final_placement.png
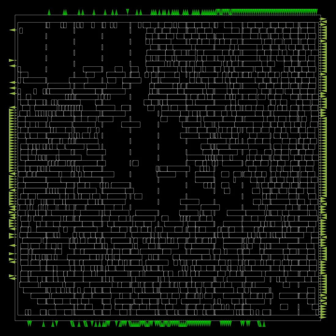
drive_strength.png
Scale: 2 px per um.
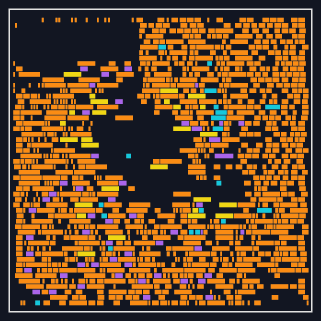
wire_density.png
Scale: 2 px per um. 30 x 30 tiles, from white (low) to dark blue (high), scaled to the fullest tile. Values are wire area over tile area, all layers added.
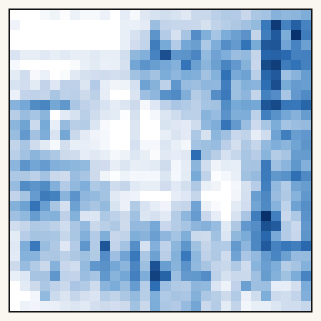
cell_classes.png
Scale: 3 px per um.
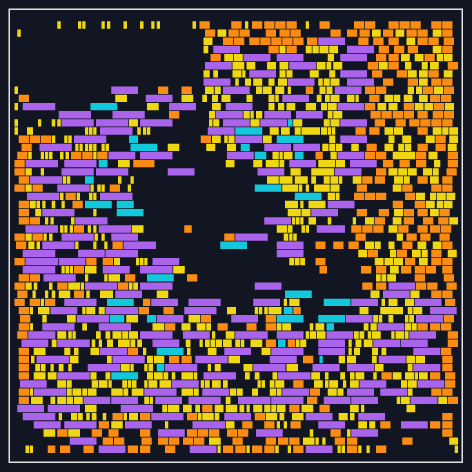
## src/rtl/prog_loader.sv

```systemverilog
// Program loader and run monitor: streams words into byte-wide instruction memory, then releases the core and watches for pass/timeout.
// Optional macro PROG_LOADER_CKSUM_EN enables the XOR checksum of accepted words (cksum held at 0 otherwise).
module prog_loader #(
    parameter int ADDR_W         = 32,
    parameter int DATA_W         = 32,
    parameter int NUM_WATCH      = 2,
    parameter int TIMEOUT_CYCLES = 125000
) (
    input  logic                        clk,
    input  logic                        rst,
    input  logic                        s_valid,
    output logic                        s_ready,
    input  logic [ADDR_W-1:0]           s_addr,
    input  logic [DATA_W-1:0]           s_data,
    input  logic                        s_last,
    output logic                        mem_we,
    output logic [ADDR_W-1:0]           mem_addr,
    output logic [7:0]                  mem_wdata,
    output logic                        core_rst,
    input  logic [NUM_WATCH*DATA_W-1:0] watch_val,
    input  logic [NUM_WATCH*DATA_W-1:0] watch_exp,
    output logic [31:0]                 cycle_count,
    output logic [31:0]                 load_count,
    output logic [DATA_W-1:0]           cksum,
    output logic                        done,
    output logic                        pass,
    output logic                        timeout
);

    localparam int BYTES = DATA_W / 8;
    localparam int K_W   = (BYTES > 1) ? $clog2(BYTES) : 1;

    typedef enum logic [1:0] {IDLE, WRITE, RUN, DONE} state_t;

    state_t            state;
    logic [K_W-1:0]    k;
    logic [ADDR_W-1:0] addr_q;
    logic [DATA_W-1:0] data_q;
    logic              last_q;
    logic              accept;

    function automatic logic [31:0] sat_inc(input logic [31:0] v);
        return (v == 32'hFFFF_FFFF) ? v : v + 32'd1;
    endfunction

    function automatic logic all_match(input logic [NUM_WATCH*DATA_W-1:0] v,
                                       input logic [NUM_WATCH*DATA_W-1:0] e);
        logic m;
        m = 1'b1;
        for (int i = 0; i < NUM_WATCH; i++)
            if (v[i*DATA_W +: DATA_W] != e[i*DATA_W +: DATA_W]) m = 1'b0;
        return m;
    endfunction

    assign accept = (state == IDLE) && s_valid && s_ready;

    // Word buffer: the address walks and the data shifts down one byte per write.
    always_ff @(posedge clk) begin
        if (accept) begin
            addr_q <= s_addr;
            data_q <= s_data;
            last_q <= s_last;
        end else if (state == WRITE) begin
            addr_q <= addr_q + ADDR_W'(1);
            data_q <= data_q >> 8;
        end
    end

    always_ff @(posedge clk or negedge rst) begin
        if (!rst) begin
            state       <= IDLE;
            k           <= '0;
            s_ready     <= 1'b0;
            mem_we      <= 1'b0;
            mem_addr    <= '0;
            mem_wdata   <= '0;
            core_rst    <= 1'b1;
            cycle_count <= '0;
            load_count  <= '0;
            cksum       <= '0;
            done        <= 1'b0;
            pass        <= 1'b0;
            timeout     <= 1'b0;
        end else begin
            case (state)
                IDLE: begin
                    mem_we <= 1'b0;
                    if (accept) begin
                        s_ready    <= 1'b0;
                        load_count <= load_count + 32'd1;
`ifdef PROG_LOADER_CKSUM_EN
                        cksum      <= cksum ^ s_data;
`endif
                        k          <= '0;
                        state      <= WRITE;
                    end else begin
                        s_ready <= 1'b1;
                    end
                end
                WRITE: begin
                    mem_we    <= 1'b1;
                    mem_addr  <= addr_q;
                    mem_wdata <= data_q[7:0];
                    k         <= k + K_W'(1);
                    if (k == K_W'(BYTES - 1)) begin
                        if (last_q) begin
                            state <= RUN;
                        end else begin
                            state   <= IDLE;
                            s_ready <= 1'b1;
                        end
                    end
                end
                RUN: begin
                    mem_we <= 1'b0;
                    // The first RUN cycle only releases the core; watches count from the next one.
                    if (core_rst) begin
                        core_rst <= 1'b0;
                    end else if (all_match(watch_val, watch_exp)) begin
                        done  <= 1'b1;
                        pass  <= 1'b1;
                        state <= DONE;
                    end else if (cycle_count == 32'(TIMEOUT_CYCLES - 1)) begin
                        done    <= 1'b1;
                        timeout <= 1'b1;
                        state   <= DONE;
                    end else begin
                        cycle_count <= sat_inc(cycle_count);
                    end
                end
                default: begin
                    mem_we <= 1'b0;
                end
            endcase
        end
    end

endmodule

```

## config.mk

```make
export PLATFORM = sky130hd
export DESIGN_NAME = prog_loader
export DESIGN_NICKNAME = d
export VERILOG_FILES = /design/src/rtl/prog_loader.sv
export SDC_FILE = /design/constraint.sdc
export NUM_CORES = 1
export LEC_CHECK = 0
export CAP_MARGIN = 20
export CORE_UTILIZATION = 41
export DETAILED_ROUTE_END_ITERATION = 8
export GPL_TIMING_DRIVEN = 1
export PLACE_DENSITY = 0.78
export SETUP_SLACK_MARGIN = 0.02
export SLEW_MARGIN = 20
export SYNTH_ARGS = -nofsm -noshare
export SYNTH_HDL_FRONTEND = slang
export SYNTH_SLANG_ARGS = --single-unit
```

## constraint.sdc

```tcl
create_clock -name clk -period 3.4 [get_ports clk]
set_input_delay 0.51 -clock clk [delete_from_list [all_inputs] [get_ports clk]]
set_output_delay 0.51 -clock clk [all_outputs]
set_load 0.03 [all_outputs]
```

==> impl_metrics.yaml <==
# synthesis and place-and-route metrics
run_status:
  status: "finished clean"
floorplan:
  fp_util_pct: 42.3
  fp.dieH_um: 151
  die_area_um2: 22700
setup_path:
  reg2reg_from: "cycle_count[0]"
  cp_data_arrival_time_ns: 3.04
  crit_chain: "ha_1 -> and2_1 -> and3_1 -> and4b_1 -> a31o_4 -> nor3_4 -> mux2_2"
  r2r_slack_ns: 0.65
  end_kind: "flop"
  critPathRequiredTime_ns: 3.70
  critPathKind: "flop to flop"
  cp_slowest_cell: "nor3_4"
synth:
  ys.flop_type: "dfrtp_1"
  synth_top_cell_by_area: "dfrtp_1"
  syn_area_um2: 9040
  syn_avg_cell_area_um2: 11.2
  ys_seq_share_pct: 53.1
  synth_cells: 810
  aoi_share_pct: 2.97
  ys_sh_mux_pct: 5.38
  adder_share_pct: 1.11
  yosysMostFrequentCell: "nand2_1"
  ys_sh_xor_pct: 15.1
  yosysWarningCount: 32
finish:
  biggestCellCategory: "sequential cells"
  final_cell_mix: "clkdlybuf4s50_1 (304), nand2_1 (137), dfrtp_1 (113)"
  seq_cells: 179
  logic_gates: 593
  regArea_um2: 4810
  combGateArea_um2: 3950
  drive_gt1_share_pct: 8.70
  sh_comb_area_pct: 30.8
  nets: 1318
  inv_count: 10
global_route:
  grt_util_met2_pct: 40.0
  globalRouteMet1Util_pct: 24.3
  overflow: 0
  met3_usage_pct: 6.82
  grt_max_degree: 98
clock_network:
  cts_buffer_depth: 2
  post_cts_resized: 0
  clk_pin_slew_ns: 0.07
detailed_routing:
  highest_layer: "met4"
  dr_wl_met3_um: 1970
  drt-pass1-iter-count: 4
  drc: 0
  drtIter0Drc: 333
placed_design:
  port-buffer-count: 305
  place_inst: 1370
  hpwl_um: 19500
  preCtsSetupSlack_ns: 0.351
  gp_congestion: 0.857
power:
  vdd_ir_drop_max_uv: 317
  total_power_mw: 4.48
  pg_clk_mw: 1.87
  power.switching_mw: 1.04
  comb_power_share_pct: 8.6
  swShare_pct: 23.3
  p_seq_mw: 2.22
  clkPwrFrac_pct: 41.8
  p_int_mw: 3.44
final_timing:
  whs_ns: 0.148
  tns_ns: 0
  hold_violations: 0
  slew_headroom_pct: 41.4
  rsz0062_at_grt: "no"
  min_period_ns: 2.75
  tightest_slew_ns: 0.879
flow_run:
  warnings: 29
Back to the opening pictures, final_placement.png:
num rows: 53
fin cells: 1405
tap cells: 275
CORE AREA: 21400 um2
Fillers: 1762

Back to the opening pictures, drive_strength.png:
legend:
  drive 1 or less:
    color: orange
    cells: 1029
    most_used: clkdlybuf4s50_1
  drive 6 and up:
    color: yellow
    cells: 27
    most_used: clkbuf_16
  drive 2:
    color: purple
    cells: 52
    most_used: mux2_2
  drive 3 to 4:
    color: cyan
    cells: 19
    most_used: buf_4
design area: 12800 um2
Layout area overhead: 41.9%
count of non-CTS buffers in the layout: 313
Final WS setup: 0.655 ns

Back to the opening pictures, wire_density.png:
mean over tiles: 0.19
nearly empty tiles: 8.1%
densest ninth of the die: north-east
DRT Wirelength: 25500 um
Avg WL per Cell: 18.2 um
Via Count: 7097

Back to the opening pictures, cell_classes.png:
legend:
  flip-flops:
    color: purple
    cells: 179
    share_of_their_area: 39%
  other buffers and delay cells:
    color: orange
    cells: 313
    share_of_their_area: 25%
  clock drivers and dummy loads:
    color: cyan
    cells: 32
    share_of_their_area: 4.5%
  all other logic:
    color: yellow
    cells: 603
    share_of_their_area: 32%
utilization after layout: 60.1%
sequential share of cell area: 37.5%

Power figures rest on the tool's default switching activity, not on a simulated workload.
